### Logic cells by family, run 1

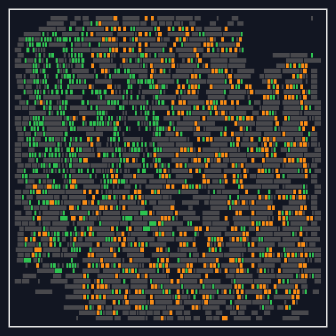
### Clock wires, drivers and flops, run 1

The bar under the picture is 50 µm long.
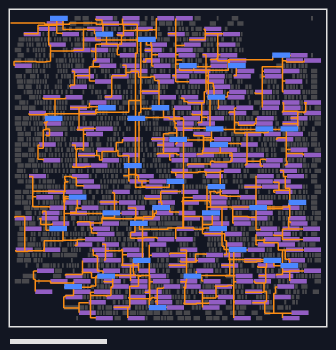
### Met2 routing, run 1

Cells faint in the background.
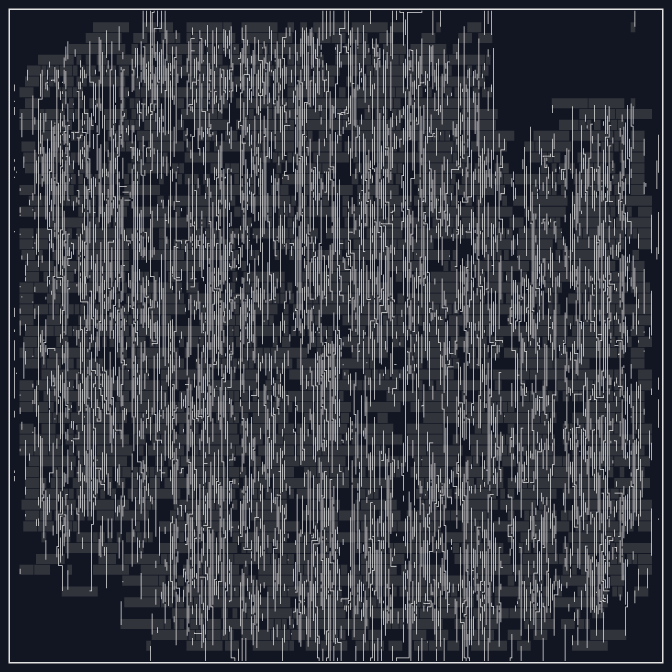
Design fetch_unit, sky130hd; sources not shown.
==> run summary, run 1 <==
The flow run is done. The number of cells on the worst hold path is listed as 2. Reg-to-reg setup timing slack landed at 19.62 ns. The critical path in this run is classified as in2out. Among the non-sequential cells, simple AND/OR/NAND/NOR gates take the most area.

Inserted tap cell count landed at ~330. Per the layout report, the design carries 173 non-clock buffers. Total count of max-transition violations in the final report landed at 0. Number of violations reported at the end of detailed-routing iteration 0 landed at 1699. Fraction of area in non-clock buffers landed at roughly a tenth. Warnings reported by Yosys during synthesis add up to 0. Fraction of synthesis flops using an asynchronous set or reset pin landed at 100%.

At the placement stage, the worst setup path has a slack of 15.83 ns. Max fanout on the critical path was recorded as 40. Maximum number of pins on one net before global-route repair landed at 204.

The flow ran to the end, and the final reports show no timing, DRC or antenna violations. The worst setup path is launched from an input port. between 1000 and 1500 cells are multi-input combinational gates. The synthesized instance count is 1989. TritonCTS built the clock tree. Share of cells above drive strength 1 landed at 4.36%. Area fraction in mux cells landed at 0%.

The first global-routing pass estimated 66.3 mm of wire. Fill cell total of the finished layout landed at 1797. Across all checked pins, the minimum headroom to the slew limit is 32.1%. By count the netlist is led by 567 x sky130_fd_sc_hd__nand2_1, 403 x sky130_fd_sc_hd__o21ai_0, 322 x sky130_fd_sc_hd__dfrtp_1. The floorplan step defined a die boundary enclosing 26700 µm².

Register share of the cell area landed at 43.6%. Antenna diode count landed at 0. sky130_fd_sc_hd__dfrtp_1 takes more of the synthesized area than any other cell. The final layout reports a setup TNS of 0 ns. Before antenna repair, the detailed router went through 6 iterations.

Number of CTS-inserted buffers landed at 36. Summing every instance area after synthesis gives 15800 µm². Area occupied by multi-input gates landed at 6540 µm².

After detailed routing, the number of vias per cell comes to 5.83. The final layout report lists a non-clock inverter count of about 140. Ratio of total power to cell area landed at approximately 110 nW/µm². Number of distinct standard cells referenced by the synthesized netlist landed at 34. Number of violations of the max-capacitance limit landed at 0. Stage-log warning count landed at approximately 40.

Slew at the pin closest to its max-slew limit landed at 1.02 ns. Area added between synthesis and finish landed at 17.2%. Number of clock-tree buffers in the layout landed at 51. The floorplan step defined a core boundary enclosing 25000 µm². Overall routing resource usage landed at between 30% and 40%. Post-CTS repair changed the size of 0 cells. H-tree depth landed at 2.

Number of antenna violations at the first check in global routing landed at 1. The worst path needs 6.67 ns of the cycle, external delays included. In the final layout, flip-flops and latches occupy 8060 µm². Measured on the final layout, the clock distribution area share stands at roughly 6.5%. From the final report, the count of setup violators was given as 0. Before placement the cells fill between 60% and 70% of the core.

In the final design, more cell area goes to sequential cells than to any other class. Number of buffers added for setup after CTS landed at 0. Summing internal, switching and leakage power gives 0.00204 W.

For this design the static power due to leakage is 8.76 nW. For the worst flop-to-flop path, the logic depth is 5. According to the timing report, the data required time at the worst endpoint equals 20.10 ns. Each instance of the synthesized netlist takes up on average 7.92 µm². HPWL reported at the end of detailed placement landed at 24.7 mm.

Of the total synthesized cell area, the portion taken by full adders, half adders and majority gates is about 1.1%. Count of endpoints failing hold in the final timing report landed at 0. The post-synth register bit count is roughly 320. Top-level I/O count landed at 168. For this run, the register share of the synthesized area comes to about 50%. The most used flip-flop cell after synthesis is sky130_fd_sc_hd__dfrtp_1. TritonCTS reports the number of clock sinks as 322. The tree is rooted in a sky130_fd_sc_hd__clkbuf_16. Via count of the first global-routing pass landed at 13485. The highest supply drop recorded on VDD is around 70 µV. Largest buffer count on any clock path landed at 3.

Tally of nets with antenna violations remaining after routing landed at 0. Once layout is complete, the utilization of the core stands at 73.8%. Flip-flop and latch count landed at 322. Parity-gate share of the synthesized area counting xor and xnor cells landed at 1.28%.

For this run, the chip area from Yosys synthesis comes to between 15000 and 20000 µm². Static timing analysis puts the maximum clock frequency at approximately 150 MHz. The synthesized netlist was found by Yosys to have 1989 cells.
## Picture notes: 'Logic cells by family'
| color | family | cells | most used | where |
|---|---|---|---|---|
| orange | aoi and oai cells | 501 | o21ai_0 | widely spread |
| green | nand cells | 650 | nand2_1 | widely spread |
number of cells in the finished layout apart from fillers: 2442
most common cell after layout, fill and taps aside: sky130_fd_sc_hd__nand2_1
multi-input gate share of total cell area: 35.4%

## Picture notes: 'Clock wires, drivers and flops'
[blue] clock-net drivers | count: 36
[orange] clock wires | length: 3700 µm
[purple] flip-flops | count: 322
routed clock nets: 37
Clock net power: 0.000590 W
clock insertion delay at the later pin of the skew report: 0.50 ns
portion of total power attributed to the clock network: 28.9%

## Picture notes: 'Met2 routing'
share of all routed wire: 48%
nets with wire on the layer: 1770
main direction: vertical
longest straight run: 51.0 µm
via count: 14249
Detailed Route WL: 40.9 mm
global-route track usage on met2: 50.7%

run 1: through the flow:
step | cells | instance area (µm²) | hold slack [ns]
6_report | 2442 | 18500 | 0.326
4_1_cts | 2441 | 18400 | 0.332
5_1_grt | 2442 | 18500 | 0.348
2_1_floorplan | 1992 | 15800 | 0.298
3_3_place_gp | 2382 | 17200 | 0.311
3_5_place_dp | 2382 | 17200 | 0.318
run 1: layout by cell type, fill, tap and decap left out, drive strengths merged, types with 11 or more instances in the layout:
cell type	Yosys	final
a21oi	11	11
nand2	571	571
clkbuf	68	51
nor2	222	222
o211ai	14	14
clkdlybuf4s50	0	161
dfrtp	322	322
o22ai	62	62
buf	44	12
inv	136	136
o21ai	411	411
nand3	64	64
ha	11	11
xor2	14	14
run 1: routing by layer:
layer,vias up,wire length [µm],global-route usage (%)
met4,2,1180,10.5
li1,6665,-,-
met1,6838,16900,41.6
met2,653,19600,50.7
met5,-,14,0
met3,91,3240,5.05
run 1: worst max-delay path, cell delays in order:
cell and delay, ns:
sky130_fd_sc_hd__clkdlybuf4s50_1 0.40, sky130_fd_sc_hd__buf_4 0.27, sky130_fd_sc_hd__inv_2 0.49, sky130_fd_sc_hd__nand3b_2 0.18, sky130_fd_sc_hd__nor2_4 0.17, sky130_fd_sc_hd__clkdlybuf4s50_1 0.51
run 1: report_power, final:
| group | leakage (nW) | internal (W) | switching (W) | total [W] |
|---|---|---|---|---|
| Sequential | 4.27 | 0.000695 | 0.0000939 | 0.000789 |
| Combinational | 3.90 | 0.000321 | 0.000339 | 0.000660 |
| Clock | 0.595 | 0.000365 | 0.000224 | 0.000590 |
### Placement by cell class, run 1

The bar under the picture is 50 µm long.
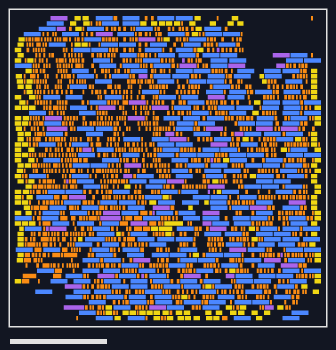

==> run 1 -> run 2 <==
--- a/config.mk
+++ b/config.mk
@@ -8,9 +8,9 @@
 export ABC_AREA = 1
 export CAP_MARGIN = 10
 export CORE_MARGIN = 2
-export CORE_UTILIZATION = 62
+export CORE_UTILIZATION = 52
 export DETAILED_ROUTE_END_ITERATION = 12
-export PLACE_DENSITY = 0.86
+export PLACE_DENSITY = 0.77
 export SLEW_MARGIN = 20
 export SYNTH_ARGS = -nofsm -noshare
 export SYNTH_HDL_FRONTEND = slang
==> constraint.sdc (replaced) <==
create_clock -name clk -period 5.8 [get_ports clk]
set_clock_uncertainty 0.15 [all_clocks]
set_input_delay 0.58 -clock clk [delete_from_list [all_inputs] [get_ports clk]]
set_output_delay 0.58 -clock clk [all_outputs]
set_load 0.005 [all_outputs]
### Placement by cell class, run 2

The bar under the picture is 50 µm long.
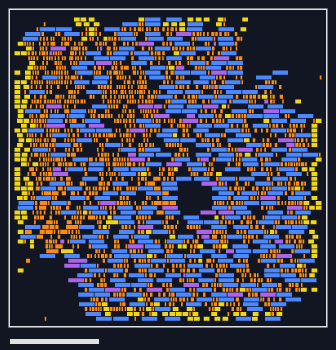
| color | class | cells |
|---|---|---|
| orange | remaining logic cells | 1558 |
| purple | clock drivers and dummy loads | 61 |
| yellow | remaining buffers and delay cells | 178 |
| blue | registers | 322 |
total number of placement rows: 63
area of the core region: 29700 µm²
post-route core utilization: 62.5%
sequential fraction of total cell area: 43.4%
post-route standard cell area excluding fillers: 18600 µm²

==> run 2 against run 1 <==
Net effect: sequential power rose to 3.9 times the previous value; core utilization fell by 11 points; synthesized area is the same; power rose to 3.9 times the previous value; synthesized cell count did not move; non-clock buffer count rose by 5; first-iteration DRC count is 29% lower; clock-buffer cell count is 1 higher; via count is 1.3% lower; critical path type is now reg2out; highest routed layer is now met4.
==> run summary, run 2 <==
The flow run is done. The flow ran to the end, and the final reports show no timing, DRC or antenna violations. Critical path depth in cells landed at 5. Part of the Yosys area used for sequential elements landed at 51.1%. STA classifies the critical path startpoint as a flip-flop. STA reports a reg2reg setup slack of 2.84 ns. Among cell families on the critical path, the largest total delay comes from buffers and inverters.

The chip occupies between 30000 and 40000 µm². Looking at the clock tree report, the H-tree level count equals 2. Yosys synthesis warning count landed at 0.

TritonCTS built the clock tree. The analysis reports a worst IR drop on VDD of 248 µV. Length of the first detailed-routing pass in iterations landed at 5. Delay of the slowest cell on the worst path landed at 0.84 ns. The worst register-to-register path depth is 8. Counting only logic cells after layout, the most numerous master is sky130_fd_sc_hd__nand2_1. After synthesis, the most frequently instantiated cells are 567 x sky130_fd_sc_hd__nand2_1, 403 x sky130_fd_sc_hd__o21ai_0, 322 x sky130_fd_sc_hd__dfrtp_1. In this build the clock could be raised as far as 237 MHz.

At the pin with the least slew margin, the transition time is 1.05 ns. Among the non-sequential cells, simple AND/OR/NAND/NOR gates take the most area. Fraction of synthesis flops using an asynchronous set or reset pin landed at 100%. For this run, the chip area from Yosys synthesis comes to approximately 16000 µm². Max-cap violations in this run came to 0.

The most used flip-flop cell after synthesis is sky130_fd_sc_hd__dfrtp_1. According to the timing report, the data required time at the worst endpoint equals between 5 and 6 ns. In this run the power density over the cells is 425 nW/µm². For this design, Yosys synthesis ends with a cell count of 1989. The completed layout was analyzed and its total power is 0.00788 W. Clock sink count landed at roughly 320. Cell count of the worst hold path landed at 2.

For the final routed database, the setup TNS stands at 0 ns. Cell count after synthesis landed at about 2000. For the worst-skew pair, the clock arrives at the later sink with an insertion delay of 0.51 ns. Synthesized-area fraction occupied by adder cells landed at under 10%. Among all stages on the critical path, the largest delay is contributed by sky130_fd_sc_hd__clkinv_2. Post-detailed-placement cell area landed at between 15000 and 20000 µm². Fill cell total of the finished layout landed at 2550.

met2 is the most crowded layer. At the floorplan stage, the core utilization is reported as a little over half. Logged for this run, the post-placement worst setup slack is 1.64 ns. In this run the static leakage power is 8.76 nW.

Mean area per synthesized cell landed at roughly 7.9 µm². Count of endpoints failing hold in the final timing report landed at 0. Overall routing resource usage landed at between 20% and 30%. The report lists the cells along the critical path as clkinv_2, buf_12, o21ai_0, o22ai_1, clkdlybuf4s50_1. Flip-flop and latch area landed at 8060 µm². The synthesized design spends more area on one cell type than any other, namely sky130_fd_sc_hd__dfrtp_1. Met3 capacity usage during global routing landed at 3.71%. Area fraction in mux cells landed at 0%. Number of distinct standard cells referenced by the synthesized netlist landed at 34. Tally of nets with antenna violations remaining after routing landed at 0. In this run the tools logged warnings totalling 36. Along the critical path, the tally of buffer and inverter instances is 3.

Antenna diode count landed at 0. Share of cells above drive strength 1 landed at under 10%. Area added between synthesis and finish landed at 17.8%. The post-synth register bit count is 322. Area of the mapped netlist landed at 15800 µm².
### Met2 routing, run 2

Cells faint in the background.
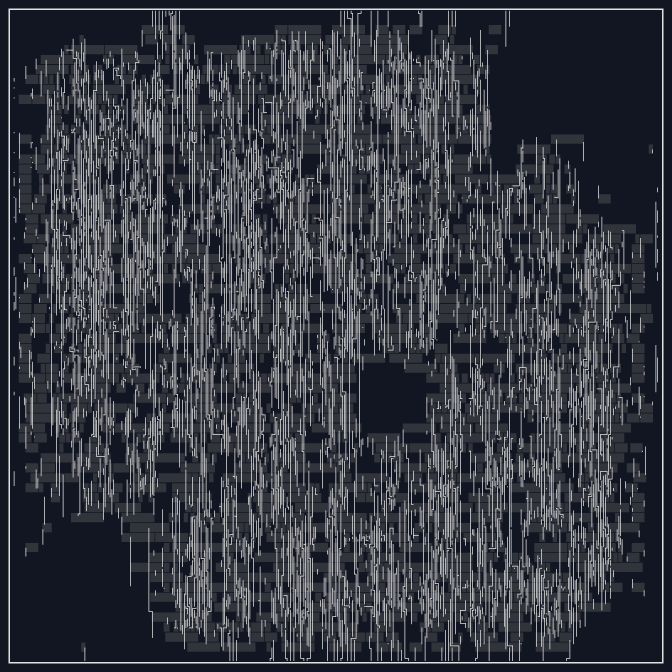
longest straight run: 54.1 µm
wire length on this layer: 19300 µm
nets with wire on the layer: 1718
main direction: vertical
share of all routed wire: 47%
global-route track usage on met2: 43.4%
via count: 14064

==> run 2: cell counts after synthesis <==
No cell type changed its count.
==> run 2: layer usage <==
layer / routed length (µm) / vias up
met5: 0 / -
met4: 965 / 0
met3: 2920 / 77
met2: 19300 / 542
met1: 17900 / 6753
li1: - / 6692
==> run 2: power by group <==
part	switching (W)	internal, W	leakage, nW
registers	0.000352	0.00270	4.27
logic	0.00132	0.00125	3.91
clock network	0.000888	0.00138	0.582
==> run 2: worst reg2reg max path, delay by kind of cell (launching register included) <==
| family | cells | cell delay [ns] |
|---|---|---|
| AND/OR/NAND/NOR | 4 | 1.48 |
| buffers and inverters | 2 | 0.58 |
| adder cells (fa/ha/maj) | 1 | 0.17 |
| AND-OR/OR-AND | 1 | 0.08 |
| flip-flops | 1 | 0.37 |
==> run 2: cell type report <==
| class | instances | area share (%) |
|---|---|---|
| Clock inverter | 9 | 0.539 |
| Multi-Input combinational cell | 1420 | 35.2 |
| Sequential cell | 322 | 43.4 |
| Tap cell | 390 | 2.63 |
| Inverter | 138 | 2.82 |
| Timing Repair Buffer | 178 | 9.51 |
| Clock buffer | 52 | 5.83 |
==> run 2: logic make-up after synthesis <==
group,Yosys count
other,2
AOI/OAI and AO/OA,501
xor gates and xnor gates,23
DFF,322
and+or+nand+nor,878
buffers and inverters,250
adders and majority gates,13
==> run 2: metrics by stage <==
stage,hold WS (ns),util [%],instances
2_1_floorplan,0.298,-,1992
3_3_place_gp,0.310,58.5,2448
3_5_place_dp,0.318,58.5,2448
4_1_cts,0.332,62.5,2509
5_1_grt,0.350,62.5,2509
6_report,0.328,62.5,2509
No activity file was given, so power comes from the tool's default toggle rates.
